==> src/rtl/mips_multicycle_ctrl.sv <==
// Multi-cycle MIPS control unit for the load/store/R/I datapath.
// Instructions are pre-decoded at the handshake so every control output leaves a flop.
module mips_multicycle_ctrl #(
   parameter int N       = 32,
   parameter int COUNT_W = 16
) (
   input  logic               clk,
   input  logic               rst,
   input  logic               instr_valid,
   input  logic [N-1:0]       instruction,
   output logic               instr_ready,
   output logic [N-1:0]       ir,
   output logic [3:0]         ALU_OP,
   output logic               RegWrite,
   output logic               MemRead,
   output logic               MemWrite,
   output logic               MemtoReg,
   output logic               ALUSrc,
   output logic               RegDst,
   output logic               done,
   output logic               illegal,
   output logic [COUNT_W-1:0] retired
);

   // state    | meaning
   // S_IDLE   | ready for a new instruction, all controls low
   // S_DECODE | ir latched, illegal flagged here, controls low
   // S_EXEC   | ALU_OP/ALUSrc/RegDst/MemtoReg valid
   // S_MEM    | data-memory access (lw read, sw write + done)
   // S_WB     | register write-back + done
   typedef enum logic [2:0] {S_IDLE, S_DECODE, S_EXEC, S_MEM, S_WB} state_t;
   typedef enum logic [2:0] {C_R, C_I, C_LW, C_SW, C_ILL} cls_t;

   localparam logic [3:0] ALU_AND = 4'b0000;
   localparam logic [3:0] ALU_OR  = 4'b0001;
   localparam logic [3:0] ALU_ADD = 4'b0010;
   localparam logic [3:0] ALU_SUB = 4'b0110;
   localparam logic [3:0] ALU_SLT = 4'b0111;

   state_t               state_q;
   cls_t                 cls_q, cls_d;
   logic [3:0]           alu_q, alu_d;
   logic                 dst_zero_q, dst_zero_d;
   logic [N-1:0]         ir_q;
   logic                 ready_q, regwrite_q, memread_q, memwrite_q;
   logic                 memtoreg_q, alusrc_q, regdst_q, done_q, illegal_q;
   logic [3:0]           alu_op_q;
   logic [COUNT_W-1:0]   retired_q;

   always_comb begin
      cls_d      = C_ILL;
      alu_d      = ALU_ADD;
      dst_zero_d = 1'b0;
      case (instruction[31:26])
         6'b000000: begin
            dst_zero_d = (instruction[15:11] == 5'd0);
            cls_d      = C_R;
            case (instruction[5:0])
               6'b100000: alu_d = ALU_ADD;
               6'b100010: alu_d = ALU_SUB;
               6'b100100: alu_d = ALU_AND;
               6'b100101: alu_d = ALU_OR;
               6'b101010: alu_d = ALU_SLT;
               default:   cls_d = C_ILL;
            endcase
         end
         6'b001000: begin cls_d = C_I;  alu_d = ALU_ADD; dst_zero_d = (instruction[20:16] == 5'd0); end
         6'b001100: begin cls_d = C_I;  alu_d = ALU_AND; dst_zero_d = (instruction[20:16] == 5'd0); end
         6'b001101: begin cls_d = C_I;  alu_d = ALU_OR;  dst_zero_d = (instruction[20:16] == 5'd0); end
         6'b100011: begin cls_d = C_LW; alu_d = ALU_ADD; dst_zero_d = (instruction[20:16] == 5'd0); end
         6'b101011: begin cls_d = C_SW; alu_d = ALU_ADD; end
         default:   cls_d = C_ILL;
      endcase
   end

   always_ff @(posedge clk or negedge rst) begin
      if (!rst) begin
         state_q    <= S_IDLE;
         cls_q      <= C_ILL;
         alu_q      <= 4'b0000;
         dst_zero_q <= 1'b0;
         ir_q       <= '0;
         ready_q    <= 1'b1;
         alu_op_q   <= 4'b0000;
         regwrite_q <= 1'b0;
         memread_q  <= 1'b0;
         memwrite_q <= 1'b0;
         memtoreg_q <= 1'b0;
         alusrc_q   <= 1'b0;
         regdst_q   <= 1'b0;
         done_q     <= 1'b0;
         illegal_q  <= 1'b0;
         retired_q  <= '0;
      end else begin
         done_q     <= 1'b0;
         illegal_q  <= 1'b0;
         regwrite_q <= 1'b0;
         memwrite_q <= 1'b0;
         if (done_q)
            retired_q <= retired_q + {{(COUNT_W-1){1'b0}}, 1'b1};
         case (state_q)
            S_IDLE: begin
               if (instr_valid) begin
                  ir_q       <= instruction;
                  cls_q      <= cls_d;
                  alu_q      <= alu_d;
                  dst_zero_q <= dst_zero_d;
                  illegal_q  <= (cls_d == C_ILL);
                  ready_q    <= 1'b0;
                  state_q    <= S_DECODE;
               end
            end
            S_DECODE: begin
               if (cls_q == C_ILL) begin
                  ready_q <= 1'b1;
                  state_q <= S_IDLE;
               end else begin
                  alu_op_q   <= alu_q;
                  alusrc_q   <= (cls_q != C_R);
                  regdst_q   <= (cls_q == C_R);
                  memtoreg_q <= (cls_q == C_LW);
                  state_q    <= S_EXEC;
               end
            end
            S_EXEC: begin
               if (cls_q == C_LW || cls_q == C_SW) begin
                  memread_q  <= (cls_q == C_LW);
                  memwrite_q <= (cls_q == C_SW);
                  done_q     <= (cls_q == C_SW);
                  state_q    <= S_MEM;
               end else begin
                  regwrite_q <= !dst_zero_q;
                  done_q     <= 1'b1;
                  state_q    <= S_WB;
               end
            end
            S_MEM: begin
               if (cls_q == C_LW) begin
                  regwrite_q <= !dst_zero_q;
                  done_q     <= 1'b1;
                  state_q    <= S_WB;
               end else begin
                  alu_op_q   <= 4'b0000;
                  alusrc_q   <= 1'b0;
                  regdst_q   <= 1'b0;
                  memtoreg_q <= 1'b0;
                  memread_q  <= 1'b0;
                  ready_q    <= 1'b1;
                  state_q    <= S_IDLE;
               end
            end
            default: begin
               alu_op_q   <= 4'b0000;
               alusrc_q   <= 1'b0;
               regdst_q   <= 1'b0;
               memtoreg_q <= 1'b0;
               memread_q  <= 1'b0;
               ready_q    <= 1'b1;
               state_q    <= S_IDLE;
            end
         endcase
      end
   end

   assign instr_ready = ready_q;
   assign ir          = ir_q;
   assign ALU_OP      = alu_op_q;
   assign RegWrite    = regwrite_q;
   assign MemRead     = memread_q;
   assign MemWrite    = memwrite_q;
   assign MemtoReg    = memtoreg_q;
   assign ALUSrc      = alusrc_q;
   assign RegDst      = regdst_q;
   assign done        = done_q;
   assign illegal     = illegal_q;
   assign retired     = retired_q;

endmodule

==> config.mk <==
export PLATFORM = sky130hd
export DESIGN_NAME = mips_multicycle_ctrl
export DESIGN_NICKNAME = d
export VERILOG_FILES = /design/src/rtl/mips_multicycle_ctrl.sv
export SDC_FILE = /design/constraint.sdc
export NUM_CORES = 1
export LEC_CHECK = 0
export CORE_ASPECT_RATIO = 1.25
export CORE_UTILIZATION = 37
export DETAILED_ROUTE_END_ITERATION = 10
export GPL_TIMING_DRIVEN = 0
export PLACE_DENSITY = 0.66
export SYNTH_ARGS = -nofsm -noshare
export SYNTH_HDL_FRONTEND = slang
export SYNTH_SLANG_ARGS = --single-unit
==> constraint.sdc <==
create_clock -name clk -period 1.8 [get_ports clk]
set_clock_uncertainty 0.05 [all_clocks]
set_input_delay 0.36 -clock clk [delete_from_list [all_inputs] [get_ports clk]]
set_output_delay 0.36 -clock clk [all_outputs]
set_load 0.05 [all_outputs]
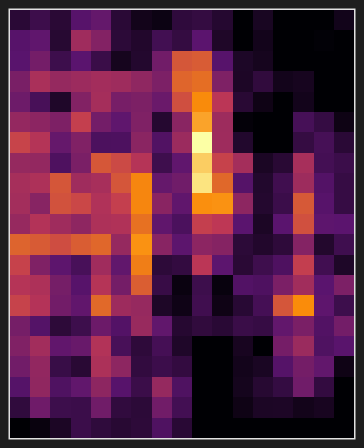
*Wire density map*
The die is cut into 17 by 21 equal tiles; black is low, pale yellow is high, scaled to the fullest tile. Values are wire area over tile area, all layers added.
tiles over half the peak: 12%
mean over tiles: 0.14
nearly empty tiles: 12%

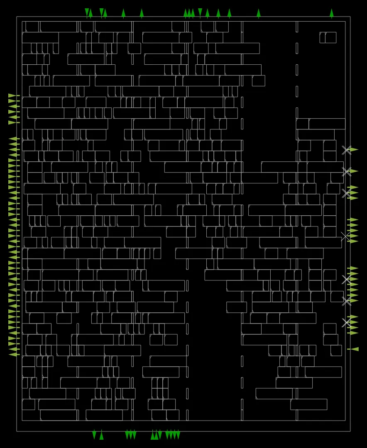
*Cell placement*
total number of tap cells: 97
num rows: 37
Floorplan Core Area: 8190 µm²
number of filler cells placed in the layout: 737

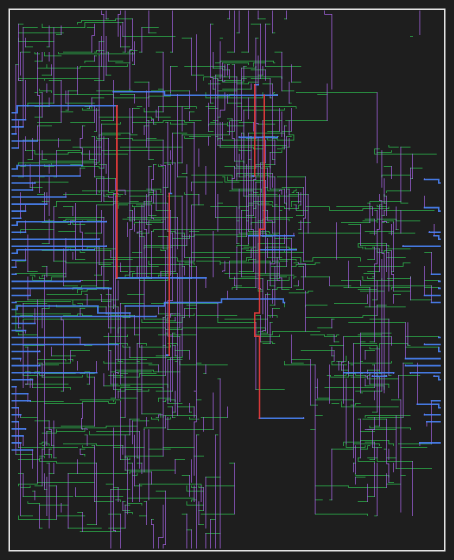
*Wiring by layer*
legend:
  met1:
    colour: green
    wire_length: 3,170 µm
  met4:
    colour: red
    wire_length: 148 µm
  met2:
    colour: purple
    wire_length: 3,510 µm
  met3:
    colour: blue
    wire_length: 544 µm
Routed Wire Length: 7370 µm
vias: 2,602
GRT Resource Usage Total: 18.3%
average detailed-routed wire length per instance: 14.0 µm

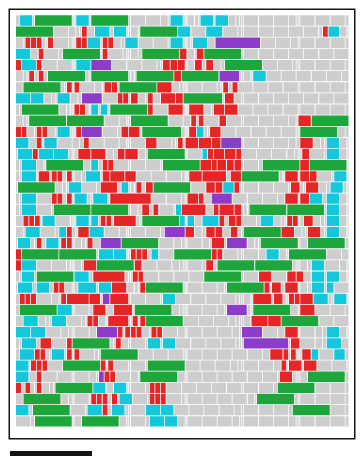
*Placement by cell class*
Bar = 20 µm. Fill, decap, tap and diode cells in grey.
legend:
  all other logic:
    colour: red
    cells: 234
  clock drivers and dummy loads:
    colour: purple
    cells: 16
  other buffers and delay cells:
    colour: cyan
    cells: 109
  flops:
    colour: green
    cells: 70

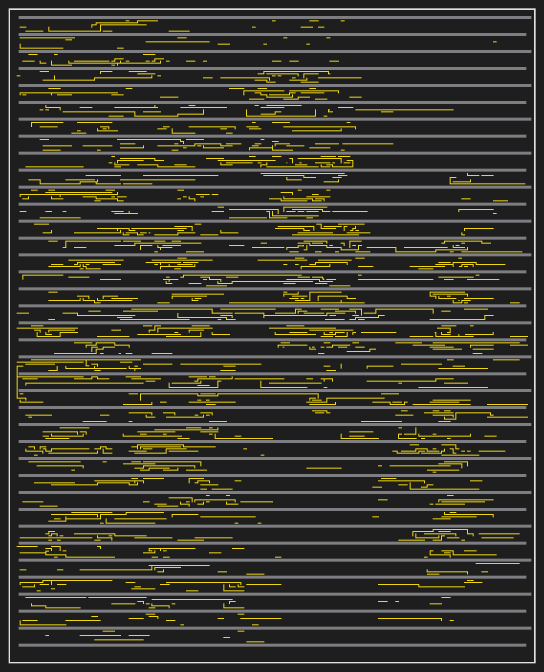
*M1 wires*
Supply wires on this layer in grey.
main direction: horizontal
longest straight run: 21.6 µm

==> summary.txt <==
The synthesis and place-and-route flow finished, so here is a summary.

The setup slack after layout is 59.3 ps. The area share of the largest cell type after synthesis came out at between 50% and 60%. The post-synthesis cell area is a little over 3000 µm². The sum of net half-perimeters after detailed placement is 5260 µm. The number of nets with antenna violations after detailed routing is 0. The startpoint of the most critical setup path is instruction[29]. Summing the sequential cell areas from Yosys gives between 50% and 60% of the chip area. The smallest hold slack came out at 77.8 ps. The number of clock sinks seen by CTS is 70. The count of max-cap constraint violations is 0. The maximum net fanout on the critical path is 7.

The net load switching power came out at roughly 3.8 mW. The post-synth area from yosys stat is 3110 µm². VDD sags by at most 0.959 mV.

The post-layout net count came out at 460. The area added between synthesis and finish came out at 40.8%. The fraction of layout instances using a drive strength above 1 is 10.7%.

The min-delay analysis places its worst path in the category input pin to async pin. The endpoint arrival time on the critical path is roughly 1900 ps. The final period utilization came out at 96.7%. The cell count of the worst reg-to-reg path came out at 4. The cell count after placement is 510. The weighted congestion reported at the end of routability-driven placement came out at 0.778. The most frequently used cell type in the post-synthesis netlist is sky130_fd_sc_hd__nand2_1. The cell internal power dissipation came out at 4.15 mW. The post-synthesis async set-or-reset flop share came out at 100%. In this run, synthesis produced a sequential element count of around 70. During I/O placement, the number of pins put on the boundary was about 96. The total negative slack for setup checks is 0 ps. For reference, the critical path is captured by alu_q[1]$_DFFE_PN0P_. The initial antenna violation count is 0. The critical path is of the input pin to flop type.

In this run, distinct cell masters in the synthesized netlist total 48. Per the OpenROAD floorplan log, the width of the die is 84.1 µm. The maximum clock frequency came out at 0.574 GHz. For this run, the number of Yosys warnings is 0. The worst reg2reg path endpoint is ALU_OP[1]$_DFFE_PN0P_. The leakage power of the design came out at 2.23 nW.

The count of input and output buffers is 94. The sum of internal, switching and leakage power is 7.93 mW. The clock network is responsible for 18.7% of the overall power. The largest net degree at the start of global routing is 71.

The pin closest to its max-slew limit shows a slew of roughly 870 ps. The clock latency on the worst-skew pair came out at 350 ps. In this run the critical register-to-register path is launched from cls_q[2]$_DFFE_PN1P_. The final timing report lists a max-slew violation count of 0. The first global-routing pass estimated ~13,000 µm of wire.

In the Yosys report the total cell count is ~320. The run finished, with violations left. The number of clock buffers added by TritonCTS is 9. The required time at the endpoint of the critical path came out at about 2000 ps. The share of total power dissipated in combinational logic is 49.9%. The total iterations of the first detailed-routing run came out at 7.

Per the summary, power density relative to cell area is 1810 nW/µm². The worst-case headroom to the max-slew limit came out at 41.9%. The detailed router's first-iteration violation count is 141. For this run, the final setup violation count is recorded as 0. The worst path needs 1740 ps of the cycle, external delays included. Per the breakdown, switching nets consume ~48% of all power. The synthesized instance count is 319. The number of buffers added to fix hold violations after cts is 0. The startpoint class of the critical path is an input pin. The chip occupies 8790 µm².

The most area-hungry cell type in the Yosys netlist is sky130_fd_sc_hd__dfrtp_1. The synthesis report lists the most area-consuming cells as sky130_fd_sc_hd__dfrtp_1 55%, sky130_fd_sc_hd__nand2_1 13%, sky130_fd_sc_hd__o21ai_0 2.2%, sky130_fd_sc_hd__xnor2_1 2.2%, sky130_fd_sc_hd__xor2_1 2.2%. The register-to-register setup slack came out at 110 ps. The DRC violations left is 13. Looking at the clock tree report, the H-tree level count equals 3.

The number of nets in the synthesized netlist is about 360. The worst slack at placement came out at -470 ps. TritonCTS built the clock tree.

The worst setup path is captured at a flop. After synthesis, the most frequently instantiated cells are 108 x sky130_fd_sc_hd__nand2_1, 68 x sky130_fd_sc_hd__dfrtp_1, 14 x sky130_fd_sc_hd__nor2_1, 14 x sky130_fd_sc_hd__o21ai_0, 9 x sky130_fd_sc_hd__a21oi_1. The mean cell area of the mapped netlist is between 9 and 10 µm².

The final antenna diode tally reported by the flow is 0. The aggregate global routing overflow is 0. The final reports fail on design-rule violations.

Once layout is complete, the cells apart from fillers number around 530. Per the final timing report, the hold violations number 0. For reference, the clock transition at the flip-flops on the worst setup and hold paths is 70 ps.

Yosys mapped a number of flops with a built-in enable equal to 0. The tree is rooted in a sky130_fd_sc_hd__clkbuf_8. The number of global-route vias before repair is between 2,000 and 3,000. The die boundary height came out at around 100 µm.

Dividing the detail-routed via count by the number of cells gives 4.95. The most instantiated flip-flop cell in the synthesis netlist is sky130_fd_sc_hd__dfrtp_1. The register share of total power came out at 31.4%.

The maximum number of buffers from clock root to sink came out at 2. The floorplan-stage core utilization came out at 38.0%. OpenROAD emitted warnings numbering 26.
[power by group through the flow]
stage	Combinational (mW)	Sequential [mW]	Clock, mW
floorplan	1.27	4.07	0
finish	3.96	2.49	1.48
CTS	4.00	2.46	1.52
global placement	4.25	2.48	0
global route	4.26	2.57	1.58
detailed placement	4.30	2.50	0
[layout make-up]
type | instances | area, µm² | share of cell area (%)
Sequential cell | 70 | 1750 | 40.0
Multi-Input combinational cell | 229 | 1310 | 29.9
Timing Repair Buffer | 95 | 870 | 19.8
Clock buffer | 13 | 169 | 3.85
Tap cell | 97 | 121 | 2.77
Buffer | 14 | 75.1 | 1.71
Clock inverter | 3 | 65.1 | 1.48
Inverter | 5 | 18.8 | 0.428
[kinds of logic (layout without fill, tap and decap cells)]
kind of cell | Yosys count | in the layout | share of synthesized area [%]
xor gates and xnor gates | 16 | 16 | 4.50
adders and majority gates | 1 | 1 | 0.402
AOI/OAI and AO/OA | 39 | 39 | 8.72
muxes | 2 | 2 | 0.723
other | 1 | 1 | 0.120
and+or+nand+nor | 170 | 170 | 26.2
DFF | 70 | 70 | 56.3
buffers and inverters | 20 | 130 | 3.01
[metal layers]
| metal | vias up | track usage [%] | wire [µm] |
|---|---|---|---|
| li1 | 1273 | - | - |
| met1 | 1230 | 22.8 | 3170 |
| met2 | 89 | 28.6 | 3510 |
| met3 | 10 | 7.27 | 543 |
| met4 | 0 | 7.14 | 147 |
| met5 | - | 0 | 0 |
[cells in the final DEF (no fill, tap or decap), drive strengths merged, types with 5 or more instances in the layout]
cell type,instances
nor2,14
nor2b,5
nand2,108
xnor2,8
buf,9
dfrtp,68
o21ai,14
dlygate4sd2,56
clkdlybuf4s50,31
xor2,8
clkbuf,22
a21oi,10
nand3,5
inv,5
[through the flow]
stage	instance area, µm²	util [%]
after floorplan	3110	-
after global placement	4180	51.0
after global routing	4380	53.5
after CTS	4350	53.0
after detailed placement	4170	50.9
final	4380	53.5
[critical path, cell delays in order]
cell                              delay [ps]
sky130_fd_sc_hd__clkdlybuf4s50_1         550
sky130_fd_sc_hd__nor4_4                  380
sky130_fd_sc_hd__nand4b_1                210
sky130_fd_sc_hd__nor4b_2                 310
sky130_fd_sc_hd__o31ai_1                 110
[timing repair]
| item | in CTS | in global routing |
|---|---|---|
| setup endpoints to repair | 93 | 24 |
| pin swaps | 0 | 0 |
| buffers inserted | 0 | 1 |
| resized | 65 | 20 |
| endpoints found under the hold margin | 0 | 0 |
| gates cloned | 0 | 0 |
[sequential cells by signal (all words and copies together), names as in the netlist]
register	flops
ALU_OP	3
ALUSrc	1
done	1
retired	16
RegWrite	1
alu_q	3
MemWrite	1
RegDst	1
MemtoReg	1
state_q	3
ir	32
illegal	1
dst_zero_q	1
cls_q	3
instr_ready	1
MemRead	1
No activity file was given, so power comes from the tool's default toggle rates.
